[src/rtl/coo_row_dispatcher_pkg.sv]
// Shared types for the COO row dispatcher: element payload, FSM states, mode codes.
package coo_pkg;

    localparam int COO_DATA_W = 32;
    localparam int COO_IDX_W  = 16;

    // Target selection modes
    localparam int MODE_MOD = 0;
    localparam int MODE_RR  = 1;

    // Default-width element; the dispatcher builds its own copy at its parameter widths
    typedef struct packed {
        logic [COO_DATA_W-1:0] val;
        logic [COO_IDX_W-1:0]  row;
        logic [COO_IDX_W-1:0]  col;
        logic                  row_last;
        logic                  stream_last;
    } coo_elem_t;

    typedef enum logic [2:0] {
        EMPTY = 3'd0,
        HOLD  = 3'd1,
        FLUSH = 3'd2,
        DRAIN = 3'd3,
        DONE  = 3'd4
    } disp_state_t;

endpackage

[src/rtl/coo_row_dispatcher_fifo.sv]
// Per-PE element FIFO: registered full/empty, no fall-through, head zeroed when empty.
module coo_fifo
    import coo_pkg::*;
#(
    parameter type T     = coo_elem_t,
    parameter int  DEPTH = 8
) (
    input  logic clk,
    input  logic rst,
    input  logic i_push,
    input  T     i_data,
    input  logic i_pop,
    output T     o_data,
    output logic o_full,
    output logic o_empty
);

    localparam int AW = $clog2(DEPTH);

    T              r_mem [DEPTH];
    logic [AW-1:0] r_wr_ptr;
    logic [AW-1:0] r_rd_ptr;
    logic [AW:0]   r_cnt;
    logic          r_full;
    logic          r_empty;

    logic          w_do_push;
    logic          w_do_pop;
    logic [AW:0]   w_cnt_nxt;

    assign w_do_push = i_push && !r_full;
    assign w_do_pop  = i_pop && !r_empty;

    // Occupancy after this cycle's push/pop; flags are registered from it
    always_comb begin
        w_cnt_nxt = r_cnt;
        case ({w_do_push, w_do_pop})
            2'b10:   w_cnt_nxt = r_cnt + 1'b1;
            2'b01:   w_cnt_nxt = r_cnt - 1'b1;
            default: w_cnt_nxt = r_cnt;
        endcase
    end

    // Pointers and status flags; pointers wrap naturally at DEPTH
    always_ff @(posedge clk or posedge rst) begin
        if (rst) begin
            r_wr_ptr <= '0;
            r_rd_ptr <= '0;
            r_cnt    <= '0;
            r_full   <= 1'b0;
            r_empty  <= 1'b1;
        end else begin
            if (w_do_push) r_wr_ptr <= r_wr_ptr + 1'b1;
            if (w_do_pop)  r_rd_ptr <= r_rd_ptr + 1'b1;
            r_cnt   <= w_cnt_nxt;
            r_full  <= (w_cnt_nxt == (AW+1)'(DEPTH));
            r_empty <= (w_cnt_nxt == '0);
        end
    end

    // Storage write; contents are don't-care until pointed at, so no reset
    always_ff @(posedge clk) begin
        if (w_do_push) r_mem[r_wr_ptr] <= i_data;
    end

    assign o_data  = r_empty ? T'('0) : r_mem[r_rd_ptr];
    assign o_full  = r_full;
    assign o_empty = r_empty;

endmodule

[src/rtl/coo_row_dispatcher.sv]
// Row-sorted COO stream to per-PE FIFOs, with one-element look-ahead for row_last tagging.
module coo_row_dispatcher
    import coo_pkg::*;
#(
    parameter int DATA_W     = 32,
    parameter int IDX_W      = 16,
    parameter int NUM_PES    = 4,
    parameter int FIFO_DEPTH = 8,
    parameter int MODE       = 0,
    parameter int CNT_W      = 32
) (
    input  logic                      clk,
    input  logic                      rst,
    input  logic                      in_valid,
    output logic                      in_ready,
    input  logic [DATA_W-1:0]         in_val,
    input  logic [IDX_W-1:0]          in_row,
    input  logic [IDX_W-1:0]          in_col,
    input  logic                      in_last,
    output logic [NUM_PES-1:0]        out_valid,
    input  logic [NUM_PES-1:0]        out_ready,
    output logic [NUM_PES*DATA_W-1:0] out_val,
    output logic [NUM_PES*IDX_W-1:0]  out_row,
    output logic [NUM_PES*IDX_W-1:0]  out_col,
    output logic [NUM_PES-1:0]        out_row_last,
    output logic [NUM_PES-1:0]        out_stream_last,
    output logic                      done,
    output logic                      err_order,
    output logic [CNT_W-1:0]          rows_cnt
);

    localparam int              PE_W    = (NUM_PES > 1) ? $clog2(NUM_PES) : 1;
    localparam logic [PE_W-1:0] PE_MASK = PE_W'(NUM_PES - 1);

    typedef struct packed {
        logic [DATA_W-1:0] val;
        logic [IDX_W-1:0]  row;
        logic [IDX_W-1:0]  col;
        logic              row_last;
        logic              stream_last;
    } elem_t;

    disp_state_t       r_state;
    disp_state_t       w_state_nxt;

    // Look-ahead hold register
    logic              r_h_valid;
    logic [DATA_W-1:0] r_h_val;
    logic [IDX_W-1:0]  r_h_row;
    logic [IDX_W-1:0]  r_h_col;
    logic [PE_W-1:0]   r_h_pe;

    logic [CNT_W-1:0]  r_rows_cnt;
    logic              r_err;

    logic              w_in_ready;
    logic              w_accept;
    logic              w_first;
    logic              w_new_row;
    logic              w_flush_go;
    logic              w_push;
    logic              w_push_rl;
    logic              w_push_sl;
    logic [PE_W-1:0]   w_cap_pe;
    elem_t             w_push_elem;
    logic [NUM_PES-1:0] w_full;
    logic [NUM_PES-1:0] w_empty;
    logic [NUM_PES-1:0] w_push_vec;

    assign w_first    = (r_state == EMPTY) || (r_state == DONE);
    assign w_new_row  = (in_row != r_h_row);
    assign w_flush_go = (r_state == FLUSH) && !w_full[r_h_pe];

    // Input acceptance: HOLD back-pressures only on the held element's target FIFO
    always_comb begin
        w_in_ready = 1'b0;
        case (r_state)
            EMPTY, DONE: w_in_ready = 1'b1;
            HOLD:        w_in_ready = !w_full[r_h_pe];
            default:     w_in_ready = 1'b0;
        endcase
    end

    assign in_ready = w_in_ready && !rst;
    assign w_accept = in_valid && in_ready;

    // Target PE for the element being captured; round-robin restarts at PE 0 per stream
    always_comb begin
        w_cap_pe = r_h_pe;
        if (MODE == MODE_RR) begin
            if (w_first)        w_cap_pe = '0;
            else if (w_new_row) w_cap_pe = (r_h_pe + 1'b1) & PE_MASK;
            else                w_cap_pe = r_h_pe;
        end else begin
            w_cap_pe = in_row[PE_W-1:0] & PE_MASK;
        end
    end

    // The held element leaves when its successor arrives or when the stream is flushed
    always_comb begin
        w_push    = 1'b0;
        w_push_rl = 1'b0;
        w_push_sl = 1'b0;
        case (r_state)
            HOLD: begin
                if (w_accept) begin
                    w_push    = 1'b1;
                    w_push_rl = w_new_row;
                end
            end
            FLUSH: begin
                if (!w_full[r_h_pe]) begin
                    w_push    = 1'b1;
                    w_push_rl = 1'b1;
                    w_push_sl = 1'b1;
                end
            end
            default: ;
        endcase
    end

    assign w_push_elem = '{val:         r_h_val,
                           row:         r_h_row,
                           col:         r_h_col,
                           row_last:    w_push_rl,
                           stream_last: w_push_sl};

    // Dispatcher state transitions
    always_comb begin
        w_state_nxt = r_state;
        case (r_state)
            EMPTY, DONE: if (w_accept) w_state_nxt = in_last ? FLUSH : HOLD;
            HOLD:        if (w_accept && in_last) w_state_nxt = FLUSH;
            FLUSH:       if (w_flush_go) w_state_nxt = DRAIN;
            DRAIN:       if (&w_empty) w_state_nxt = DONE;
            default:     w_state_nxt = EMPTY;
        endcase
    end

    // State, hold register, sticky order error and row counter
    always_ff @(posedge clk or posedge rst) begin
        if (rst) begin
            r_state    <= EMPTY;
            r_h_valid  <= 1'b0;
            r_h_val    <= '0;
            r_h_row    <= '0;
            r_h_col    <= '0;
            r_h_pe     <= '0;
            r_rows_cnt <= '0;
            r_err      <= 1'b0;
        end else begin
            r_state <= w_state_nxt;
            if (w_accept) begin
                r_h_valid <= 1'b1;
                r_h_val   <= in_val;
                r_h_row   <= in_row;
                r_h_col   <= in_col;
                r_h_pe    <= w_cap_pe;
            end else if (w_flush_go) begin
                r_h_valid <= 1'b0;
            end
            if (w_accept && r_h_valid && (in_row < r_h_row)) r_err <= 1'b1;
            if (w_push && w_push_rl) r_rows_cnt <= r_rows_cnt + 1'b1;
        end
    end

    for (genvar g = 0; g < NUM_PES; g++) begin : g_pe
        elem_t w_head;

        assign w_push_vec[g] = w_push && (r_h_pe == PE_W'(g));

        coo_fifo #(
            .T     (elem_t),
            .DEPTH (FIFO_DEPTH)
        ) u_fifo (
            .clk     (clk),
            .rst     (rst),
            .i_push  (w_push_vec[g]),
            .i_data  (w_push_elem),
            .i_pop   (out_ready[g]),
            .o_data  (w_head),
            .o_full  (w_full[g]),
            .o_empty (w_empty[g])
        );

        assign out_valid[g]                 = !w_empty[g];
        assign out_val[g*DATA_W +: DATA_W]  = w_head.val;
        assign out_row[g*IDX_W +: IDX_W]    = w_head.row;
        assign out_col[g*IDX_W +: IDX_W]    = w_head.col;
        assign out_row_last[g]              = w_head.row_last;
        assign out_stream_last[g]           = w_head.stream_last;
    end

    assign done      = (r_state == DONE);
    assign err_order = r_err;
    assign rows_cnt  = r_rows_cnt;

endmodule

[config.mk]
export PLATFORM = sky130hd
export DESIGN_NAME = coo_row_dispatcher
export DESIGN_NICKNAME = d
export VERILOG_FILES = /design/src/rtl/coo_row_dispatcher_pkg.sv /design/src/rtl/coo_row_dispatcher_fifo.sv /design/src/rtl/coo_row_dispatcher.sv
export SDC_FILE = /design/constraint.sdc
export NUM_CORES = 2
export LEC_CHECK = 0
export CAP_MARGIN = 20
export CORE_MARGIN = 1
export CORE_UTILIZATION = 64
export DETAILED_ROUTE_END_ITERATION = 8
export DONT_BUFFER_PORTS = 1
export GPL_TIMING_DRIVEN = 0
export PLACE_DENSITY = 0.82
export SYNTH_ARGS = -nofsm -noshare
export SYNTH_HDL_FRONTEND = slang
export SYNTH_SLANG_ARGS = --single-unit
[constraint.sdc]
create_clock -name clk -period 25.5 [get_ports clk]
set_input_delay 5.1 -clock clk [delete_from_list [all_inputs] [get_ports clk]]
set_output_delay 5.1 -clock clk [all_outputs]
set_load 0.03 [all_outputs]
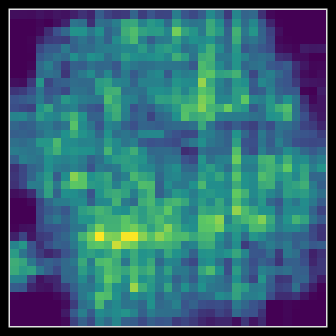
Fig. 1. Routed metal per tile.
37 x 37 tiles, from dark purple (low) to yellow (high), scaled to the fullest tile. Values are wire area over tile area, all layers added.
fullest tile: 0.82
nearly empty tiles: 7.8%
mean over tiles: 0.31
tiles over half the peak: 27%

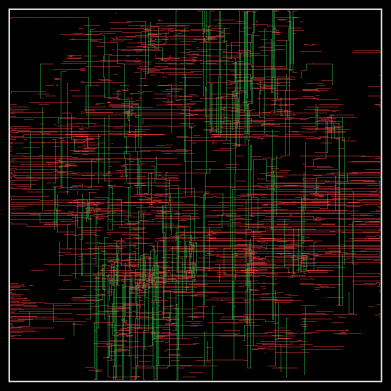
Fig. 2. Metal layers overlaid.
Drawn at 1 px/um. Only two layers are drawn.
| layer | color | wire length |
|---|---|---|
| met4 | green | 15600 um |
| met3 | red | 31.8 mm |
Vias: 44800
routed len/inst: 37.6 um
Final Routed Wirelength: 239000 um
total track usage: 0.341

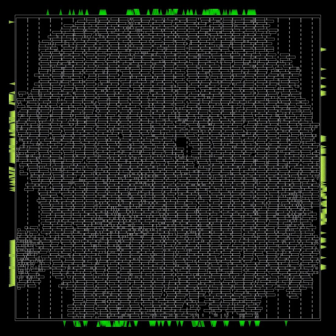
Fig. 3. Placed standard cells.
Well Taps: 1768
utilization after layout: 0.741
FP Rows: 134
final cell count without fillers: 6350
Seq/total area: 0.676

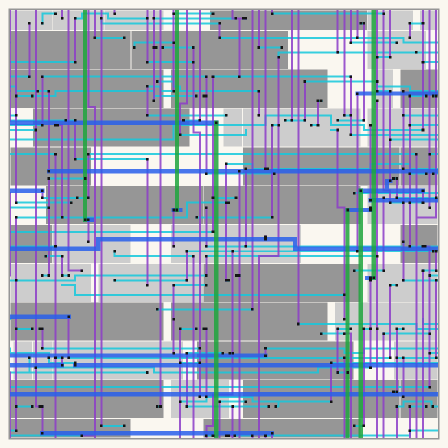
Fig. 4. Close-up of the layout.
Region (170, 170) to (200, 200) um. Cells in gray, sequential cells in the stronger gray; small squares are vias.
| layer | color |
|---|---|
| met3 | blue |
| met4 | green |
| met1 | cyan |
| met2 | purple |
sequential cells in the window: 18
most frequent: edfxtp_1 (18), mux4_2 (4)
netlist names of flops here include: `g_pe.u_fifo.r_mem` (18)
cells with their middle in the window: 38

==> flow_summary.yaml <==
# flow metrics
yosys:
  yosys_register_bits: 2261
  ys_top_cells_by_area: "edfxtp_1 73%, mux4_2 14%, dfrtp_1 4.2%"
  async_flop_share: 0.0659
  yosysTopAreaCellShare: 0.729
  synth-edff-count: 2112
  ys_chip_area_um2: 87000
  yosys_warnings: 0
global_route:
  grt_pass1_vias: 44900
  grt-ovfl-total: 0
  grt_max_degree: 110
clock_network:
  cts.repair.resized: 0
  cts_buffers: 211
  path_clk_slew_ns: 0.06
power_and_ir_drop:
  p_per_area_nw_per_um2: 128
floorplan:
  core_um2: 134000
  fp.dieH_um: 371
placement:
  hpwl_um: 139000
setup_path:
  critPathLaunchType: "input port"
sta:
  whs_ns: 0.537
  max_freq_mhz: 85.7
run_status:
  status: "complete, no violations"
-- metrics by stage --
step | setup WS, ns | instance area, um^2 | util | total power [uW]
6_report | 13.84 | 99400 | 0.741 | 12700
4_1_cts | 13.84 | 98300 | 0.733 | 12500
5_1_grt | 13.76 | 99300 | 0.740 | 13000
3_3_place_gp | 5.70 | 89200 | 0.665 | 9150
3_5_place_dp | 13.85 | 91600 | 0.683 | 9330
2_1_floorplan | 11.50 | 87000 | - | 7960
-- logic make-up after synthesis --
| family | count (synthesis) | share of synthesized area |
|---|---|---|
| adders and majority gates | 37 | 0.00532 |
| and+or+nand+nor | 461 | 0.0244 |
| DFF | 2261 | 0.772 |
| buffers and inverters | 238 | 0.0113 |
| muxes | 869 | 0.177 |
| xor gates and xnor gates | 66 | 0.00665 |
| AOI/OAI and AO/OA | 40 | 0.00321 |
-- registers in the layout, summed over array words and instances (netlist names) --
| register | flops |
|---|---|
| g_pe.u_fifo.r_cnt | 16 |
| g_pe.u_fifo.o_empty | 4 |
| r_h_val | 32 |
| rows_cnt | 32 |
| err_order | 1 |
| r_h_row | 16 |
| r_h_col | 16 |
| r_state | 3 |
| g_pe.u_fifo.r_wr_ptr | 12 |
| g_pe.u_fifo.r_rd_ptr | 12 |
| g_pe.u_fifo.o_full | 4 |
| r_h_valid | 1 |
| g_pe.u_fifo.r_mem | 2112 |
-- final timing paths --
check | endpoint | slack (ns) | cells after the start
max | in_ready | 13.84 | 3
min | g_pe[0].u_fifo.r_cnt[3]$_DFF_PP0_ | 0.54 | 2
max reg2reg | g_pe[1].u_fifo.r_mem[0][40]$_DFFE_PP_ | 20.22 | 11
min reg2reg | g_pe[0].u_fifo.r_cnt[3]$_DFF_PP0_ | 0.54 | 2
max in group asynchronous | r_h_val[4]$_DFFE_PP0N_ | 20.31 | 2
min in group asynchronous | r_h_col[7]$_DFFE_PP0N_ | 4.10 | 1
-- cells in the mapped netlist, types with 14 or more instances --
cell	count
xnor2_1	24
mux2_2	75
xor2_1	42
clkbuf_1	118
inv_1	41
ha_1	37
nand2_1	48
edfxtp_1	2112
buf_2	48
nor2_1	299
mux4_2	528
dfrtp_1	145
buf_1	25
nand2b_1	14
mux2i_1	265
nor3_1	29
-- final cells by class --
type,count,area [um^2],area share
Antenna cell,26,65.1,0.000655
Buffer,197,833,0.00839
Clock buffer,296,5870,0.0591
Clock inverter,95,816,0.00821
Inverter,41,161,0.00162
Multi-Input combinational cell,1473,19100,0.192
Sequential cell,2261,67200,0.676
Tap cell,1768,2210,0.0223
Timing Repair Buffer,193,3180,0.0320
-- power breakdown --
part           internal (uW)  switching (uW)  total, uW
clock network           1730            1380       3110
logic                   1410            2980       4390
registers               4770             451       5220
-- worst max-delay path: stages --
cell and delay [ns]:
inv_8 0.23, buf_16 0.46, and3_1 0.60
-- per-layer routing --
layer / track usage / routed length, um / vias up
met4: 0.192 / 15600 / 18
met1: 0.427 / 76000 / 23100
met3: 0.103 / 31800 / 769
met5: 0 / 127 / -
met2: 0.535 / 115000 / 3745
li1: - / - / 17100
Power figures rest on the tool's default switching activity, not on a simulated workload.
